### src/rtl/uart_tx_frame_fsm_if.sv
// rtl/uart_tx_frame_fsm_if.sv - word handshake between a producer and uart_tx_frame_fsm
interface uart_tx_frame_fsm_if #(
    parameter int DATA_BITS = 8
) ();
    logic [DATA_BITS-1:0] tx_data;
    logic                 tx_valid;
    logic                 tx_ready;

    modport master (
        output tx_data,
        output tx_valid,
        input  tx_ready
    );

    modport slave (
        input  tx_data,
        input  tx_valid,
        output tx_ready
    );
endinterface

### src/rtl/uart_tx_frame_fsm.sv
// rtl/uart_tx_frame_fsm.sv - UART transmit frame sequencer and serial datapath, one bit per fsm_clk
// Optional UART_TX_BREAK_EN adds a tx_break input that holds the line low and aborts any frame.
module uart_tx_frame_fsm #(
    parameter int DATA_BITS  = 8,
    parameter int PARITY_EN  = 0,
    parameter int PARITY_ODD = 0,
    parameter int STOP_BITS  = 1
) (
    input  logic               fsm_clk,
    input  logic               rst,
    input  logic               tx_enable,
`ifdef UART_TX_BREAK_EN
    input  logic               tx_break,
`endif
    uart_tx_frame_fsm_if.slave s_if,
    output logic               tx,
    output logic               busy,
    output logic               tx_done
);
    localparam int CNT_MAX = (DATA_BITS > STOP_BITS) ? DATA_BITS : STOP_BITS;
    localparam int CNT_W   = (CNT_MAX > 1) ? $clog2(CNT_MAX) : 1;
    localparam logic [CNT_W-1:0] DATA_LAST = CNT_W'(DATA_BITS - 1);
    localparam logic [CNT_W-1:0] STOP_LAST = CNT_W'(STOP_BITS - 1);
    localparam logic PAR_INV = (PARITY_ODD != 0);

    typedef enum logic [2:0] {
        IDLE,
        START,
        DATA,
        PARITY,
        STOP
    } state_t;

    state_t               state, state_d;
    logic [CNT_W-1:0]     bit_cnt, bit_cnt_d;
    logic [DATA_BITS-1:0] shift_q, shift_d;
    logic                 parity_q, parity_d;
    logic                 tx_d;
    logic                 done_d;
    logic                 brk;
    logic                 last_stop;
    logic                 xfer;

`ifdef UART_TX_BREAK_EN
    assign brk = tx_break;
`else
    assign brk = 1'b0;
`endif

    assign last_stop = (state == STOP) && (bit_cnt == STOP_LAST);
    assign xfer      = s_if.tx_valid && s_if.tx_ready;
    assign busy      = (state != IDLE) || brk;

    always_ff @(posedge fsm_clk or posedge rst) begin
        if (rst) begin
            state    <= IDLE;
            bit_cnt  <= '0;
            shift_q  <= '0;
            parity_q <= 1'b0;
            tx       <= 1'b1;
            tx_done  <= 1'b0;
        end else begin
            state    <= state_d;
            bit_cnt  <= bit_cnt_d;
            shift_q  <= shift_d;
            parity_q <= parity_d;
            tx       <= tx_d;
            tx_done  <= done_d;
        end
    end

    // Capture happens from IDLE or the last stop cycle, giving zero-gap back-to-back frames.
    always_comb begin
        state_d   = state;
        bit_cnt_d = bit_cnt;
        shift_d   = shift_q;
        parity_d  = parity_q;
        if (!tx_enable || brk) begin
            state_d   = IDLE;
            bit_cnt_d = '0;
            shift_d   = '0;
            parity_d  = 1'b0;
        end else begin
            case (state)
                IDLE: begin
                    if (xfer) begin
                        state_d  = START;
                        shift_d  = s_if.tx_data;
                        parity_d = (^s_if.tx_data) ^ PAR_INV;
                    end
                end
                START: begin
                    state_d   = DATA;
                    bit_cnt_d = '0;
                end
                DATA: begin
                    shift_d = shift_q >> 1;
                    if (bit_cnt == DATA_LAST) begin
                        bit_cnt_d = '0;
                        state_d   = (PARITY_EN != 0) ? PARITY : STOP;
                    end else begin
                        bit_cnt_d = bit_cnt + 1'b1;
                    end
                end
                PARITY: begin
                    state_d   = STOP;
                    bit_cnt_d = '0;
                end
                STOP: begin
                    if (bit_cnt == STOP_LAST) begin
                        bit_cnt_d = '0;
                        if (xfer) begin
                            state_d  = START;
                            shift_d  = s_if.tx_data;
                            parity_d = (^s_if.tx_data) ^ PAR_INV;
                        end else begin
                            state_d = IDLE;
                        end
                    end else begin
                        bit_cnt_d = bit_cnt + 1'b1;
                    end
                end
                default: begin
                    state_d   = IDLE;
                    bit_cnt_d = '0;
                end
            endcase
        end
    end

    // The line value for the current state is registered, so tx trails state by one cycle.
    always_comb begin
        s_if.tx_ready = tx_enable && !brk && ((state == IDLE) || last_stop);
        tx_d          = 1'b1;
        done_d        = 1'b0;
        if (brk) begin
            tx_d = 1'b0;
        end else if (tx_enable) begin
            case (state)
                START:   tx_d = 1'b0;
                DATA:    tx_d = shift_q[0];
                PARITY:  tx_d = parity_q;
                default: tx_d = 1'b1;
            endcase
            done_d = last_stop;
        end
    end
endmodule

### src/flat_wrapper.sv
// flat-port wrapper written by rule: the top's interface ports become plain ports
module uart_tx_frame_fsm_flat 
#(
    parameter int DATA_BITS  = 8,
    parameter int PARITY_EN  = 0,
    parameter int PARITY_ODD = 0,
    parameter int STOP_BITS  = 1
)
  (fsm_clk, rst, tx_enable, tx, busy, tx_done, s_if_tx_data, s_if_tx_valid, s_if_tx_ready);
  uart_tx_frame_fsm_if #(.DATA_BITS(DATA_BITS)) s_if_i ();
  input  logic fsm_clk;
  input  logic rst;
  input  logic tx_enable;
  output logic tx;
  output logic busy;
  output logic tx_done;
  input wire logic [$bits(s_if_i.tx_data)-1:0] s_if_tx_data;
  input wire logic [$bits(s_if_i.tx_valid)-1:0] s_if_tx_valid;
  output wire logic [$bits(s_if_i.tx_ready)-1:0] s_if_tx_ready;
  assign s_if_i.tx_data = s_if_tx_data;
  assign s_if_i.tx_valid = s_if_tx_valid;
  assign s_if_tx_ready = s_if_i.tx_ready;
  uart_tx_frame_fsm #(.DATA_BITS(DATA_BITS), .PARITY_EN(PARITY_EN), .PARITY_ODD(PARITY_ODD), .STOP_BITS(STOP_BITS)) u_core (.fsm_clk(fsm_clk), .rst(rst), .tx_enable(tx_enable), .s_if(s_if_i), .tx(tx), .busy(busy), .tx_done(tx_done));
endmodule
### config.mk
export PLATFORM = sky130hd
export DESIGN_NAME = uart_tx_frame_fsm_flat
export DESIGN_NICKNAME = d
export VERILOG_FILES = /design/src/rtl/uart_tx_frame_fsm_if.sv /design/src/rtl/uart_tx_frame_fsm.sv /design/src/flat_wrapper.sv
export SDC_FILE = /design/constraint.sdc
export NUM_CORES = 1
export LEC_CHECK = 0
export CAP_MARGIN = 10
export CORE_MARGIN = 5
export CORE_UTILIZATION = 30
export DETAILED_ROUTE_END_ITERATION = 12
export PLACE_DENSITY_LB_ADDON = 0.12
export RECOVER_POWER = 100
export REMOVE_ABC_BUFFERS = 1
export SYNTH_ARGS = -nofsm -noshare
export SYNTH_HDL_FRONTEND = slang
export SYNTH_SLANG_ARGS = --single-unit
### constraint.sdc
create_clock -name fsm_clk -period 4.51 [get_ports fsm_clk]
set_clock_uncertainty 0.05 [all_clocks]
set_input_delay 0.451 -clock fsm_clk [delete_from_list [all_inputs] [get_ports fsm_clk]]
set_output_delay 0.451 -clock fsm_clk [all_outputs]
set_load 0.01 [all_outputs]
Run 1, M1 wires:
(6 px per µm) Supply wires on this layer in grey.
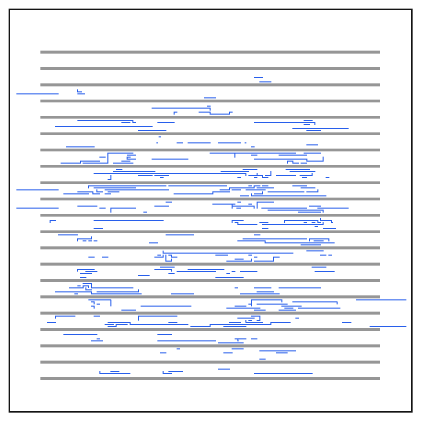
wire length on this layer: 869 µm
nets with wire on the layer: 118
share of all routed wire: 42%
main direction: horizontal
met1 usage in global routing: 0.117
wire length reported by the detailed router: 2.05 mm
vias: 756

Run 1, signal wires on met2:
(4 px per µm) Cells faint in the background.
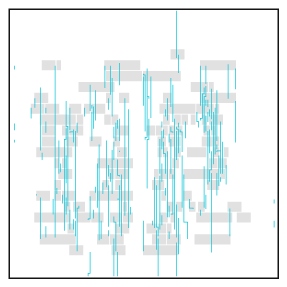
share of all routed wire: 54%
longest straight run: 42.8 µm
wire length on this layer: 1100 µm
met2 usage in global routing: 0.197

==> notes.md, run 1 <==
Notes on the flow run.

- The global placer's final weighted congestion is approximately 0.75, for reference.
- The count of antenna diodes in the layout is 0, for reference.
- Looking at the clock tree report, the root buffer type is clkbuf_4.
- In the detailed route, the total length drawn on met2 is 1.10 mm.
- The internal power of the cells is ~0.00023 W, for reference.
- The clock network power reported by the tool is a little over 0.00008 W.
- The worst register-to-register path begins at u_core.bit_cnt[0].
- In the post-route analysis, the smallest setup slack over all paths is 1870 ps.
- The slowest cell on the critical path is dlygate4sd3_1, for reference.
- The via count of the first global-routing pass came to 828.
- The standby leakage power is 0.531 nW, for reference.
- The launching element type of the critical path is a primary input, for reference.
- The clock network contribution to total cell area is 0.0226, for reference.
- According to the timing report, the critical path is launched from tx_enable.
- In this run, the synthesized area fraction spent on and/or/nand/nor cells is recorded as 0.142.
- The area overhead of the layout relative to synthesis is 20.0%, for reference.
- The fraction of final layout cells sized beyond drive strength 1 is 0.0598, for reference.
- The and-or/or-and share of the synthesized area is 0.157, for reference.
- The number of buffers created by CTS is 3, for reference.
- The number of buffers inserted by post-CTS setup repair is 0, for reference.
- Leaving out fill and tap cells, the most frequent cells in the layout are 16 x dfrtp_1, 13 x a21oi_1, 9 x mux2i_1, 9 x clkdlybuf4s50_1, 8 x o21ai_0.
- The first global-routing pass estimated roughly 3.6 mm of wire.
- The worst path needs 2640 ps of the cycle, external delays included.
- The endpoint of the most critical register-to-register path is u_core.shift_q[4], for reference.
- Of the total synthesized cell area, the portion taken by full adders, half adders and majority gates is 0.0387.
- The final non-filler cell area is 1160 µm², for reference.
- The share of cell area taken by muxes after synthesis is 0.0929, for reference.
- The report counts max-capacitance violations totalling 0.
- The iteration tally of the first detailed-router pass is 3, for reference.
- After layout, the design draws a total of 0.000322 W.
- The script logs the ratio of routed vias to standard cells as between 4 and 5.
- The number of warning messages in the logs is 26, for reference.
- The number of cells in the yosys synthesis report is 102, for reference.
- The multi-input combinational cells in the finished layout cover a total of 473 µm².
- The number of instances on the worst hold path is 2, for reference.
- The remaining global-route overflow is 0, for reference.
- The signal on the critical path passes through dlygate4sd3_1, nand2_1, a21oi_1, dlygate4sd3_1.
- The final hold violation count is 0, for reference.
- Hold analysis lists the worst path endpoint as u_core.shift_q[7].
- According to the floorplan report, the total die area is ~4500 µm².
- By instance count, the cell type seen most on the critical path is dlygate4sd3_1.
- The report puts the hold buffer count at CTS at 0.
- The cell-mix breakdown from Yosys lists the XOR/XNOR area share as 0.0632.
- Synthesis produced approximately 100 cells.
- The total DRC errors in the routed layout is 0, for reference.
- The clock buffers instantiated in the layout total 4.
- Among all stages on the critical path, the maximum delay recorded is roughly 800 ps.
- The area used by sequential logic in the layout is 427 µm², for reference.
- In the final layout, the registers with the most flip-flops are u_core.shift_q: 8 flops, u_core.bit_cnt: 3 flops, u_core.state: 3 flops.
- The gate-level netlist out of Yosys references 26 unique cell types.
- In the final layout, excluding clock buffers the buffer count is 15.
- On the critical path the data arrives at about 2100 ps.
- In this run the count of I/O pins placed on the die edge is 16.
- The average wire length per cell after detail routing is ~13 µm, for reference.
- Of all power groups, the one with the highest power is sequential cells.
- On the reported timing paths, the clock transition at the registers reads approximately 90 ps.
- The setup TNS is 0 ps, for reference.
- In the synthesized netlist, the dominant kind of combinational cell is AND-OR/OR-AND gates.
- The average instance area after synthesis is between 9 and 10 µm², for reference.
- The part of the cycle the worst path needs is 0.586, for reference.
- The worst-case hold slack is about 510 ps, for reference.
- Among cell families on the critical path, the largest total delay comes from buffers and inverters.
- The total of endpoints with negative setup slack in the final report is 0, for reference.
- In this run, power in combinational logic comes to 0.0000696 W.
- After detailed placement, the design holds a cell count of around 160.
- The run finished with clean final reports.
- Sequential power for this build is approximately 0.00017 W.
- The worst setup path is captured at a primary output.
- The number of logic gates is 73, for reference.
- Before CTS, the worst setup slack after placement is 1960 ps.
- The final report lists a non-filler cell total of about 160.
- The capturing element of the worst setup path is s_if_tx_ready, for reference.
- Of the total power, combinational logic draws 0.216.
- The worst-case max-slew headroom was logged as 0.278.
- The top cell type in the final layout, fill and taps aside, is dfrtp_1.
- The switching power is approximately 0.000090 W, for reference.
- The top routing layer in use is met4, for reference.
- The top flip-flop cell by instance count after synthesis is dfrtp_1, for reference.
- In this run, synthesis inferred 0 flip-flops with an integrated enable.
- The cell class ranked first by area is multi-input combinational cells, for reference.
- The non-clock buffer area fraction after layout is 0.129, for reference.
- The register with the most flip-flops in the layout has 8 of them.
- The clock latency on the worst-skew pair is approximately 290 ps, for reference.
- Dividing total power by cell area gives a power density of ~280 nW/µm².
- The layer with the highest usage after global routing is met2, for reference.
- The routed design uses 56 µm of met3 wire.
- The largest fanout on the critical path is 13, for reference.
- The setup slack on the worst flop-to-flop path is between 2000 and 2500 ps, for reference.
- The largest net degree at the start of global routing is 18, for reference.
- The fraction of registers with async set or reset after synthesis is 1.00, for reference.
- The detailed-route wire length on metal 1 is just under 900 µm, for reference.
- Per the CTS log, the buffer count on the longest clock path is 2.
- The total routing usage reported by global routing is 0.107, for reference.
- The classification of the worst-slack hold path is flip-flop to flip-flop, for reference.
- The share of the core filled by cells before placement is 0.315, for reference.
- The critical path depth in cells is 4, for reference.
- Ranked by instance count, the synthesized netlist is headed by 16 x dfrtp_1, 13 x a21oi_1, 9 x mux2i_1.
- The region available for standard cell placement spans about 3000 µm².
- The final-stage net count is ~130, for reference.
- The highest clock frequency the design can meet is about 0.38 GHz, for reference.
- The biggest area contributor in the post-synthesis netlist is dfrtp_1.
- The synthesis report lists the Yosys warning total as 0.
- The number of tapcells is ~44, for reference.
- After synthesis, the cell types taking the most area are dfrtp_1 41%, mux2i_1 9.3%, a21oi_1 6.7%.
- The synthesized netlist occupies a cell area of 970 µm².
- The number of non-clock inverters in the layout is 8, for reference.
- After the first detailed-routing iteration, the DRC count stood at 26.
- For the worst min-delay path, the startpoint reported by OpenROAD is u_core.shift_q[7].
- dfrtp_1 is the most common cell in the netlist.
- Once detailed placement completed, the half-perimeter wirelength came to around 1.5 mm.
- The number of antenna violations at the first check in global routing is 0, for reference.
- In this run, synthesis produced a sequential element count of 17.
- For this run, the chip area from Yosys synthesis comes to ~970 µm².
- The kind of critical path is primary input to primary output, for reference.
- Counting pins that exceed their max-slew limit in the final report gives 0.
- The sink count of the clock tree is 17, for reference.
- Switching power as a fraction of the total was reported as 0.279.
- The OpenROAD report gives the critical path a required time of around 4000 ps.
- Once detail routing completed, the nets flagged for antenna violations numbered 0.
- The TritonCTS clock tree is yes, for reference.
- The sequential group share of total power is 0.530, for reference.
- The number of cells on the worst reg-to-reg path is 6.
- Setup repair after global routing left no endpoint under its margin.
- The number of gates resized after CTS is 0, for reference.
- Counting both buffers and inverters, the worst setup path holds a total of 2.
- The cell area reported after detailed placement is ~1100 µm², for reference.
- Of the total power, the clock network draws 0.254.
- The maximum level of the CTS H-tree is 1, for reference.
- The logic share of the area is 0.406, for reference.
- The share of the synthesized area in the top cell type is 0.413, for reference.
- The maximum resistive drop on vdd is 0.121 mV, for reference.
- The register with the most flip-flops in the final layout is u_core.shift_q.
- The post-synthesis sequential area ratio is 0.440, for reference.
- The global-route met3 utilization is 0.0169, for reference.
Run 1, placed standard cells:
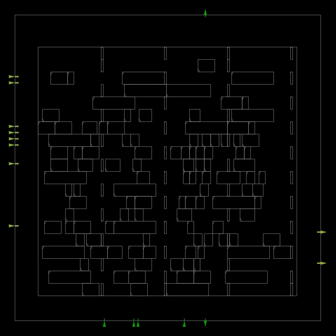
number of sequential cells: 17
standard-cell row count: 20
Util after Layout: 0.378
number of filler cells placed in the layout: 333
fraction of standard cell area that is sequential: 0.367

Run 1, I/O pins on the die edge:
(6 px per µm) Pins as bars across the die edge, other pins in grey.
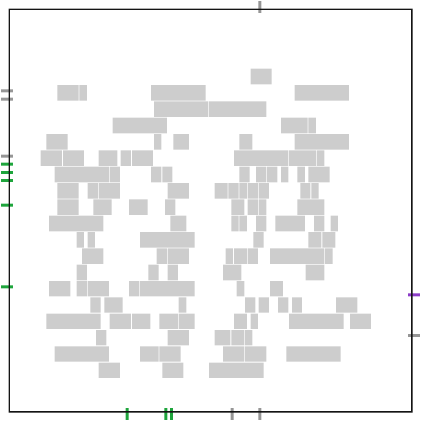
legend:
  purple:
    port: s_if_tx_ready
    pins: 1
    direction: output
    edge: east
  green:
    port: s_if_tx_data
    pins: 8
    direction: input
    edge: 5 west, 3 south
x dimension of the die: 66.9 µm
number of buffer cells added on primary ports: 15
die extent in y: 66.9 µm

==> inputs of run 2 (changes only) <==
==> constraint.sdc (replaced) <==
create_clock -name fsm_clk -period 2.6 [get_ports fsm_clk]
set_clock_uncertainty 0.05 [all_clocks]
set_input_delay 0.26 -clock fsm_clk [delete_from_list [all_inputs] [get_ports fsm_clk]]
set_output_delay 0.26 -clock fsm_clk [all_outputs]
set_load 0.01 [all_outputs]
==> notes.md, run 2 <==
Notes on the flow run.

- The met3 routed wirelength is between 70 and 80 µm, for reference.
- In the post-synthesis netlist, the biggest area contributors are dfrtp_1 41%, mux2i_1 9.3%, a21oi_1 6.7%.
- The fraction of registers with async set or reset after synthesis is 1.00, for reference.
- The part of the cycle the worst path needs is 0.849, for reference.
- The endpoint required time on the critical path is 2290 ps, for reference.
- The number of logic gates is between 70 and 80, for reference.
- The layout stage reports a final design area of about 1200 µm².
- The number of cells in the yosys synthesis report is slightly above 100, for reference.
- Setup repair after global routing left no endpoint under its margin.
- The cell with the most instances after synthesis is dfrtp_1, for reference.
- The standard-cell row count is 20, for reference.
- Of the total synthesized cell area, the portion taken by AND, OR, NAND and NOR gates is 0.142.
- The power report attributes to the clock group a share of 0.262.
- The most critical hold endpoint after final layout shows a slack of about 430 ps.
- The floorplan die height is ~67 µm, for reference.
- The post-synthesis sequential area ratio is 0.440, for reference.
- The category of cells accounting for the largest share of critical-path delay is buffers and inverters, for reference.
- The total power consumption of the routed design is 0.000568 W, for reference.
- The leading area contributor after synthesis is dfrtp_1, for reference.
- The number of slew-limit violations in the final report is 0, for reference.
- The region available for standard cell placement spans just over 3000 µm².
- The power report puts the leakage power at between 0.5 and 0.6 nW.
- The power density relative to cell area is between 400 and 500 nW/µm², for reference.
- The longest individual stage delay on the worst path is 550 ps, for reference.
- In the setup report, the worst path falls into the class flip-flop to primary output.
- The buffer_ports step reported a buffer count of 15.
- For the worst reg-to-reg path, the startpoint reported by OpenROAD is u_core.bit_cnt[0].
- Walking the critical path from launch to capture passes 4 cell instances.
- The global router reports that the layer with the highest usage is met2.
- The largest fanout on the critical path is 8, for reference.
- The area of the synthesized netlist per yosys stat is roughly 970 µm², for reference.
- Tap insertion was completed with 44 tapcells.
- The first global-routing pass estimated about 3.7 mm of wire.
- During synthesis, Yosys emitted a total of 0 warnings.
- The capture point of the critical path was reported as s_if_tx_ready.
- The non-clock buffer area fraction after layout is 0.134, for reference.
- According to the CTS report, the clock sink count is 17.
- The final layout reports a setup TNS of 0 ps.
- The classification of the worst-slack hold path is primary input to asynchronous set/reset pin, for reference.
- In the final layout, the share of cells above drive strength 1 is 0.0678.
- The registers of the reported paths see a clock transition of roughly 100 ps.
- The timing report gives the worst reg2reg path a setup slack of 700 ps.
- The average instance area after synthesis is 9.51 µm², for reference.
- The TritonCTS clock tree is yes, for reference.
- The cell area reported after detailed placement is ~1200 µm², for reference.
- The flow ran to the end, and the final reports show no timing, DRC or antenna violations.
- The total of endpoints with negative setup slack in the final report is 0, for reference.
- The clock network contribution to total cell area is 0.0224, for reference.
- After synthesis, the most frequently instantiated cells are 16 x dfrtp_1, 13 x a21oi_1, 9 x mux2i_1.
- The launch point of the critical path is u_core.state[1], for reference.
- Per the post-place timing report, worst setup slack is a little under 700 ps.
- The synthesized-area fraction occupied by adder cells is 0.0387, for reference.
- The final layout report lists a clock buffer count of 4.
- The number of distinct standard cells referenced by the synthesized netlist is 26, for reference.
- The highest-power group is sequential cells, for reference.
- The detailed placer reported the number of placed instances as ~160.
- The total routing usage reported by global routing is 0.112, for reference.
- The first-iteration detailed-routing DRC count is 25, for reference.
- In the layout the commonest cells are 16 x dfrtp_1, 13 x a21oi_1, 11 x clkdlybuf4s50_1.
- The via count of the first global-routing pass is 803, for reference.
- The number of non-clock inverters in the layout is 8, for reference.
- The number of buffers created by CTS is 3, for reference.
- For this run, the share of the core covered by cells in the final layout is 0.382.
- The worst setup path is launched from a flip-flop.
- VDD sags by at most between 0.2 and 0.3 mV.
- In this run the count of I/O pins placed on the die edge is 16.
- Subtracting the final worst setup slack from the clock period gives around 2200 ps.
- Signal routing reaches up to met3.
- The initial utilization of the core area, before any placement, comes to 0.315.
- The multi-input combinational cell area is roughly 480 µm², for reference.
- The total of flip-flops plus latches after synthesis is 17, for reference.
- Derived from the worst setup path, the maximum achievable clock frequency is ~0.45 GHz.
- Registers take between 400 and 500 µm².
- The iteration count recorded for the first detailed-route pass is 4.
- The register with the most flip-flops in the layout has 8 of them.
- The maximum buffer depth of the clock tree is 2, for reference.
- The cell class ranked first by area is multi-input combinational cells, for reference.
- The power report attributes to the sequential group a share of 0.521.
- The total of fill cells in the finished design is approximately 330, for reference.
- The internal portion of the total power is 0.000405 W.
- The largest registers in the layout are u_core.shift_q: 8 flops, u_core.bit_cnt: 3 flops, u_core.state: 3 flops.
- Power attributed to sequential cells is just under 0.0003 W.
- The critical path endpoint category is a primary output, for reference.
- The endpoint of the most critical register-to-register path is u_core.shift_q[6], for reference.
Run 2, M1 wires:
(6 px per µm) Supply wires on this layer in grey.
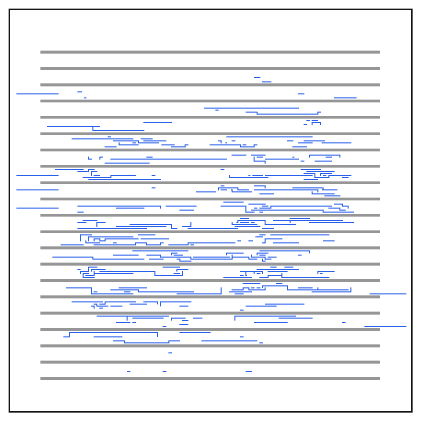
share of all routed wire: 49%
wire length on this layer: 981 µm
main direction: horizontal
longest straight run: 19.3 µm
wire length reported by the detailed router: 2.00 mm
met1 usage in global routing: 0.145

Run 2, the metal 3 layer:
(6 px per µm)
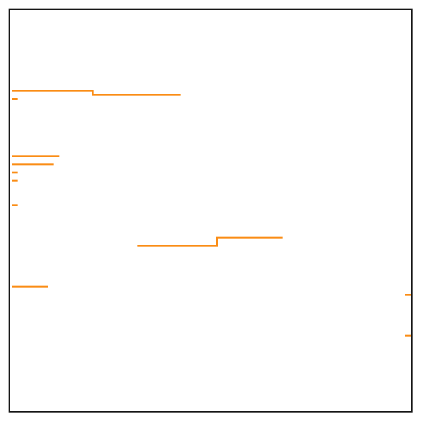
wire length on this layer: 77.9 µm
share of all routed wire: 3.9%
nets with wire on the layer: 11
main direction: horizontal
longest straight run: 14.5 µm
met3 Usage GRT: 0.0438
vias: 737

Run 2, signal wires on met2:
(4 px per µm) Cells faint in the background.
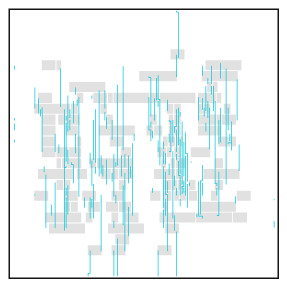
share of all routed wire: 47%
wire length on this layer: 944 µm
main direction: vertical
longest straight run: 30.3 µm
met2 usage in global routing: 0.173

Power figures rest on the tool's default switching activity, not on a simulated workload.
